### config.mk
export PLATFORM = sky130hd
export DESIGN_NAME = sram_1r1w_fifo_ctrl
export DESIGN_NICKNAME = d
export VERILOG_FILES = /design/src/rtl/sram_fifo_pkg.sv /design/src/rtl/sram_fifo_out_buf.sv /design/src/rtl/sram_1r1w_fifo_ctrl.sv
export SDC_FILE = /design/constraint.sdc
export NUM_CORES = 1
export LEC_CHECK = 0
export CORE_MARGIN = 2
export CORE_UTILIZATION = 45
export DETAILED_ROUTE_END_ITERATION = 12
export PLACE_DENSITY = 0.8
export SLEW_MARGIN = 10
export SYNTH_ARGS = -nofsm -noshare
export SYNTH_HDL_FRONTEND = slang
export SYNTH_SLANG_ARGS = --single-unit
### constraint.sdc
create_clock -name clk0 -period 5.7 [get_ports clk0]
set_clock_uncertainty 0.05 [all_clocks]
set_input_delay 0.57 -clock clk0 [delete_from_list [all_inputs] [get_ports clk0]]
set_output_delay 0.57 -clock clk0 [all_outputs]
set_load 0.05 [all_outputs]
### src/rtl/sram_fifo_pkg.sv
// Shared constants and types for the SRAM-backed FIFO controller.
// The SRAM macro is 64b x 1024, so these widths must track the macro.
package sram_fifo_pkg;

  localparam int DATA_WIDTH = 64;
  localparam int ADDR_WIDTH = 10;
  localparam int DEPTH      = 1 << ADDR_WIDTH;
  // Level covers DEPTH words in the array plus the two buffered words.
  localparam int LVL_WIDTH  = ADDR_WIDTH + 2;

  typedef logic [ADDR_WIDTH-1:0] ptr_t;
  typedef logic [ADDR_WIDTH:0]   cnt_t;
  typedef logic [LVL_WIDTH-1:0]  lvl_t;
  typedef logic [DATA_WIDTH-1:0] word_t;

endpackage

### src/rtl/sram_fifo_out_buf.sv
// Two-entry capture buffer between the macro read port and the pop interface.
// The macro read data only holds for a moment after the edge, so each word is
// registered on the edge that ends its return cycle; the head is always a
// register output.
module sram_fifo_out_buf
  import sram_fifo_pkg::*;
(
  input  logic       clk0,
  input  logic       rst,
  input  logic       capture,
  input  word_t      cap_data,
  input  logic       pop,
  output word_t      head_data,
  output logic [1:0] occ
);

  word_t mem [2];
  logic  wr_idx;
  logic  rd_idx;
  logic  pop_ok;

  assign pop_ok    = pop && (occ != 2'd0);
  assign head_data = mem[rd_idx];

  // Capture/pop bookkeeping; capture and pop together leave occupancy unchanged.
  always_ff @(posedge clk0) begin
    if (rst) begin
      mem[0] <= '0;
      mem[1] <= '0;
      wr_idx <= 1'b0;
      rd_idx <= 1'b0;
      occ    <= 2'd0;
    end else begin
      if (capture) begin
        mem[wr_idx] <= cap_data;
        wr_idx      <= ~wr_idx;
      end
      if (pop_ok) begin
        rd_idx <= ~rd_idx;
      end
      case ({capture, pop_ok})
        2'b10:   occ <= occ + 2'd1;
        2'b01:   occ <= occ - 2'd1;
        default: occ <= occ;
      endcase
    end
  end

endmodule

### src/rtl/sram_1r1w_fifo_ctrl.sv
// FIFO controller driving both ports of the 1R1W SRAM macro.
// Port 0 writes pushed words, port 1 prefetches into a 2-entry buffer so the
// pop side sustains one word per cycle despite the macro's read latency.
module sram_1r1w_fifo_ctrl
  import sram_fifo_pkg::*;
(
  input  logic                  clk0,
  input  logic                  rst,
  input  logic                  in_valid,
  output logic                  in_ready,
  input  logic [DATA_WIDTH-1:0] in_data,
  output logic                  out_valid,
  input  logic                  out_ready,
  output logic [DATA_WIDTH-1:0] out_data,
  output logic [LVL_WIDTH-1:0]  level,
  output logic                  sram_csb0,
  output logic [ADDR_WIDTH-1:0] sram_addr0,
  output logic [DATA_WIDTH-1:0] sram_din0,
  output logic                  sram_csb1,
  output logic [ADDR_WIDTH-1:0] sram_addr1,
  input  logic [DATA_WIDTH-1:0] sram_dout1
);

  ptr_t       wr_ptr;
  ptr_t       rd_ptr;
  cnt_t       sram_count;
  lvl_t       level_q;
  logic       inflight;
  logic       push;
  logic       pop_now;
  logic       rd_en;
  logic [1:0] buf_occ;
  logic [2:0] slots_used;

  sram_fifo_out_buf u_out_buf (
    .clk0      (clk0),
    .rst       (rst),
    .capture   (inflight),
    .cap_data  (sram_dout1),
    .pop       (pop_now),
    .head_data (out_data),
    .occ       (buf_occ)
  );

  assign in_ready  = !rst && (sram_count != cnt_t'(DEPTH));
  assign push      = in_valid && in_ready;
  assign out_valid = !rst && (buf_occ != 2'd0);
  assign pop_now   = out_valid && out_ready;
  assign level     = rst ? '0 : level_q;

  // Buffer slots already claimed once this cycle's pop is taken out.
  assign slots_used = {1'b0, buf_occ} + {2'b00, inflight} - {2'b00, pop_now};

  // sram_count only includes words pushed in earlier cycles. Those were
  // written at the negedge of their push cycle, before any read launched now
  // is sampled by the macro, so the whole count is readable. The word being
  // pushed this cycle is excluded, so a read never hits the write address.
  assign rd_en = !rst && (sram_count != '0) && (slots_used < 3'd2);

  assign sram_csb0  = !push;
  assign sram_addr0 = push ? wr_ptr : '0;
  assign sram_din0  = push ? in_data : '0;
  assign sram_csb1  = !rd_en;
  assign sram_addr1 = rd_en ? rd_ptr : '0;

  // Pointers, array occupancy, read-in-flight flag and level.
  always_ff @(posedge clk0) begin
    if (rst) begin
      wr_ptr     <= '0;
      rd_ptr     <= '0;
      sram_count <= '0;
      inflight   <= 1'b0;
      level_q    <= '0;
    end else begin
      if (push) begin
        wr_ptr <= wr_ptr + ptr_t'(1);
      end
      if (rd_en) begin
        rd_ptr <= rd_ptr + ptr_t'(1);
      end
      case ({push, rd_en})
        2'b10:   sram_count <= sram_count + cnt_t'(1);
        2'b01:   sram_count <= sram_count - cnt_t'(1);
        default: sram_count <= sram_count;
      endcase
      inflight <= rd_en;
      case ({push, pop_now})
        2'b10:   level_q <= level_q + lvl_t'(1);
        2'b01:   level_q <= level_q - lvl_t'(1);
        default: level_q <= level_q;
      endcase
    end
  end

endmodule

==> run_1/congestion.png <==
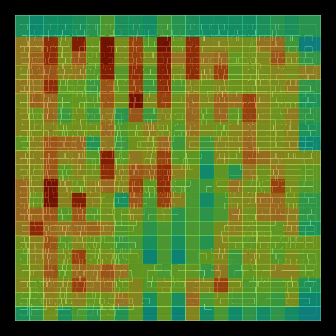
busiest grt layer: met2
fin util: 0.644
met2 global-route usage: 0.388
Total Routing Usage GR: 0.227

==> run_1/flops_by_reg.png <==
(3 px per um)
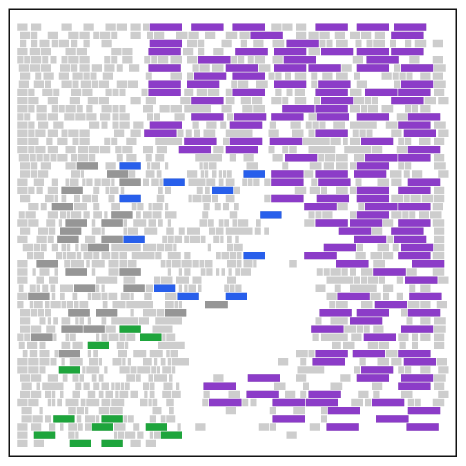
colour	name in the netlist	sequential cells
purple	u_out_buf.mem	128
green	level_q	12
blue	sram_count	11
not coloured	26
Seq. cell area: 0.00483 sq mm
Sequential Power: 1.76 mW

==> results.json, run 1 <==
{
  "p_clk_mw": 1.15,
  "synth.most_common_cell": "and2_1",
  "clk_pin_slew_ns": 0.08,
  "wl_per_cell_um": 18.2,
  "worstSetupPathDepth": 16,
  "combPwrFrac": 0.434,
  "min_to": "level_q[4]$_SDFFE_PP0P_",
  "cp_cell_sequence": "nor2_1 -> nor2_1 -> and2_1 -> ha_1 -> nand2b_1 -> fa_1 -> xnor2_1 -> and4b_1 -> buf_4 -> ha_1 -> inv_4 -> a32o_2 -> nor4_2 -> mux2i_1 -> a21oi_1 -> mux2_1",
  "ys_seq_share": 0.513,
  "cts_buffers": 17,
  "worstPathArrival_ns": 4.68,
  "p_leak_nw": 5.08,
  "ys_sh_adder": 0.0296,
  "ys_async_sr_fraction": 0,
  "inv_count": 14,
  "powerComb_mw": 2.24,
  "cts_sinks": 177,
  "nClkBuffers": 17,
  "endpoint": "sram_count[10]$_SDFFE_PP0P_",
  "postRouteAntennaNets": 0,
  "syn_inst": 864,
  "swShare": 0.406,
  "fin_hold_ws_ns": 0.437,
  "ff_type": "edfxtp_1",
  "clkPwrFrac": 0.223,
  "reg_top3": "u_out_buf.mem: 128 flops, level_q: 12 flops, sram_count: 11 flops",
  "buf_share": 0.230,
  "status": "complete, no violations",
  "cellPowerDensity_mw_per_mm2": 393,
  "simple_gate_area_frac": 0.239
}
==> run_1/layer_met1.png <==
(2 px per um)
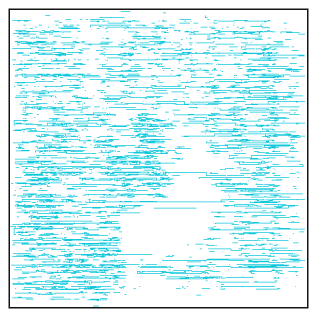
nets with wire on the layer	1146
share of all routed wire	40%
longest straight run	61.2 um
main direction	horizontal
via count: 7339
GRT met1 Usage: 0.267
final wirelength: 25600 um

==> run_1/logic_types.png <==
(2 px per um)
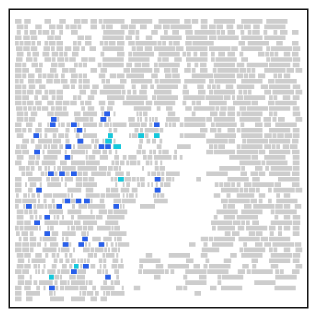
colour	family	cells
blue	XOR/XNOR gates	37
cyan	AND-OR and OR-AND gates	8
Comb area share: 0.327
non-filler instance count after layout: 1409

--- run 2 (diff from run 1) ---
==> constraint.sdc (replaced) <==
create_clock -name clk0 -period 4.17 [get_ports clk0]
set_clock_uncertainty 0.05 [all_clocks]
set_input_delay 0.417 -clock clk0 [delete_from_list [all_inputs] [get_ports clk0]]
set_output_delay 0.417 -clock clk0 [all_outputs]
set_load 0.05 [all_outputs]
==> run_2/detail.png <==
Region (99, 99) to (124, 124) um. Cells in grey, sequential cells in the stronger grey; small squares are vias.
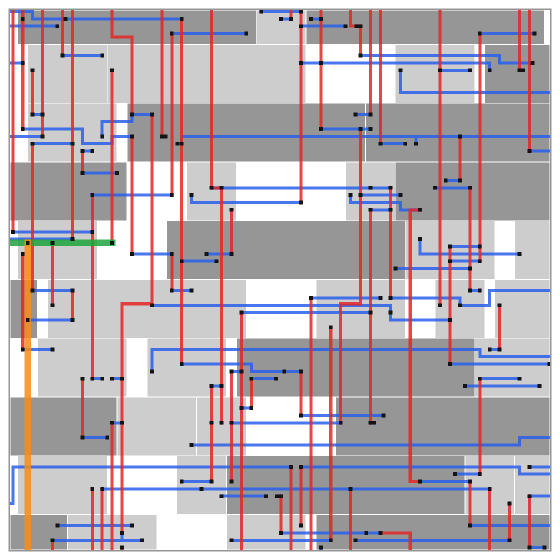
colour	layer
green	metal 3
orange	metal 4
red	metal 2
blue	metal 1
cells with their middle in the window	33
netlist names of flops here include	u_out_buf.mem (10)
sequential cells in the window	10
most frequent	edfxtp_1 (10), and2_1 (7), clkdlybuf4s50_1 (7)

==> run_2/flops_by_reg.png <==
(3 px per um)
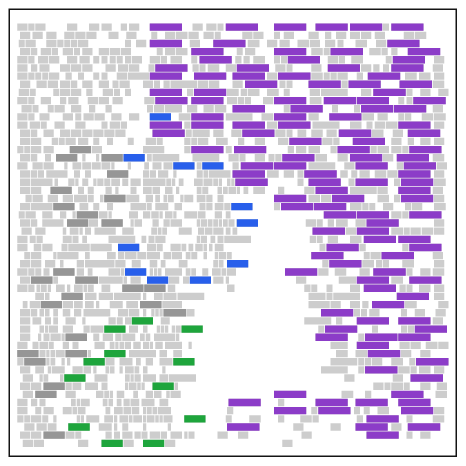
colour	name in the netlist	sequential cells
blue	sram_count	11
purple	u_out_buf.mem	128
green	level_q	12

==> run 2 against run 1 <==
Compared with the run above:
- setup slack got worse by 0.91 ns
- maximum frequency increased by 16%
- routed wire length increased by 0.20%
- sequential power increased by 36%
- synthesized area unchanged
- hold slack got worse by 0.084 ns
- die area unchanged
- clock power increased by 42%
- first-iteration DRC count increased by 30%
- cell area increased by 2.0%
- sequential share of layout area decreased by 0.72 points
- critical path type unchanged
==> results.json, run 2 <==
{
  "drt_wl_total_um": 25600,
  "cts_buffers": 17,
  "p_clk_mw": 1.63,
  "endpoint": "sram_count[6]$_SDFFE_PP0P_",
  "min_to": "wr_ptr[1]$_SDFFE_PP0N_",
  "cts_sinks": 177,
  "met2_usage": 0.398,
  "min_from": "in_valid",
  "finalNonFillerCells": 1416,
  "critPathLaunchType": "flop",
  "clk_pin_slew_ns": 0.08,
  "ys.flops": 177,
  "powerComb_mw": 3.14,
  "nClkBuffers": 17,
  "comb_area_share": 0.324,
  "maxPowerGroup": "combinational cells",
  "simple_gate_area_frac": 0.239,
  "clkPwrFrac": 0.227,
  "cellPowerDensity_mw_per_mm2": 536,
  "final_layout_top_logic_cells": "clkdlybuf4s50_1 (282), and2_1 (140), edfxtp_1 (128)",
  "ys_sh_adder": 0.0296,
  "vias": 7439,
  "fin_crit_ns": 3.81,
  "cp_cell_sequence": "nor2_1 -> nor2_4 -> and2_4 -> ha_4 -> nand2b_4 -> fa_2 -> xnor2_1 -> and4b_2 -> buf_6 -> ha_1 -> buf_4 -> o22ai_2 -> or2_1 -> a222oi_1 -> or3_1 -> a21oi_1",
  "use_met3": 0.0764,
  "drive_gt1_frac": 0.136,
  "reg_top3": "u_out_buf.mem: 128 flops, level_q: 12 flops, sram_count: 11 flops",
  "status": "complete, no violations",
  "regArea_sq_mm": 0.00483,
  "ys_seq_share": 0.513,
  "combPwrFrac": 0.438,
  "seq_cell_power_mw": 2.40,
  "ff_type": "edfxtp_1",
  "ys_async_sr_fraction": 0,
  "initial_utilization": 0.462,
  "p_leak_nw": 5.19,
  "grt-busiest-layer": "met2",
  "postRouteAntennaNets": 0,
  "worstSetupPathDepth": 16,
  "buf_share": 0.239,
  "syn_inst": 864,
  "cts_tree": "built",
  "fin_hold_ws_ns": 0.353,
  "synth.most_common_cell": "and2_1",
  "worstPathArrival_ns": 4.05,
  "yosysWarningCount": 0,
  "inv_count": 14
}
==> run_2/congestion.png <==
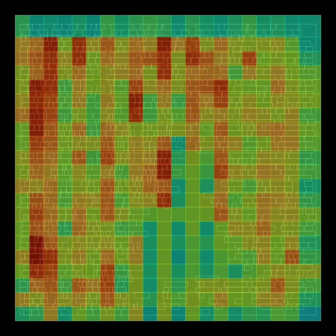
WL per Instance: 18.1 um
GRT met1 Usage: 0.255
Total Routing Usage GR: 0.228
fin util: 0.656

Power figures rest on the tool's default switching activity, not on a simulated workload.
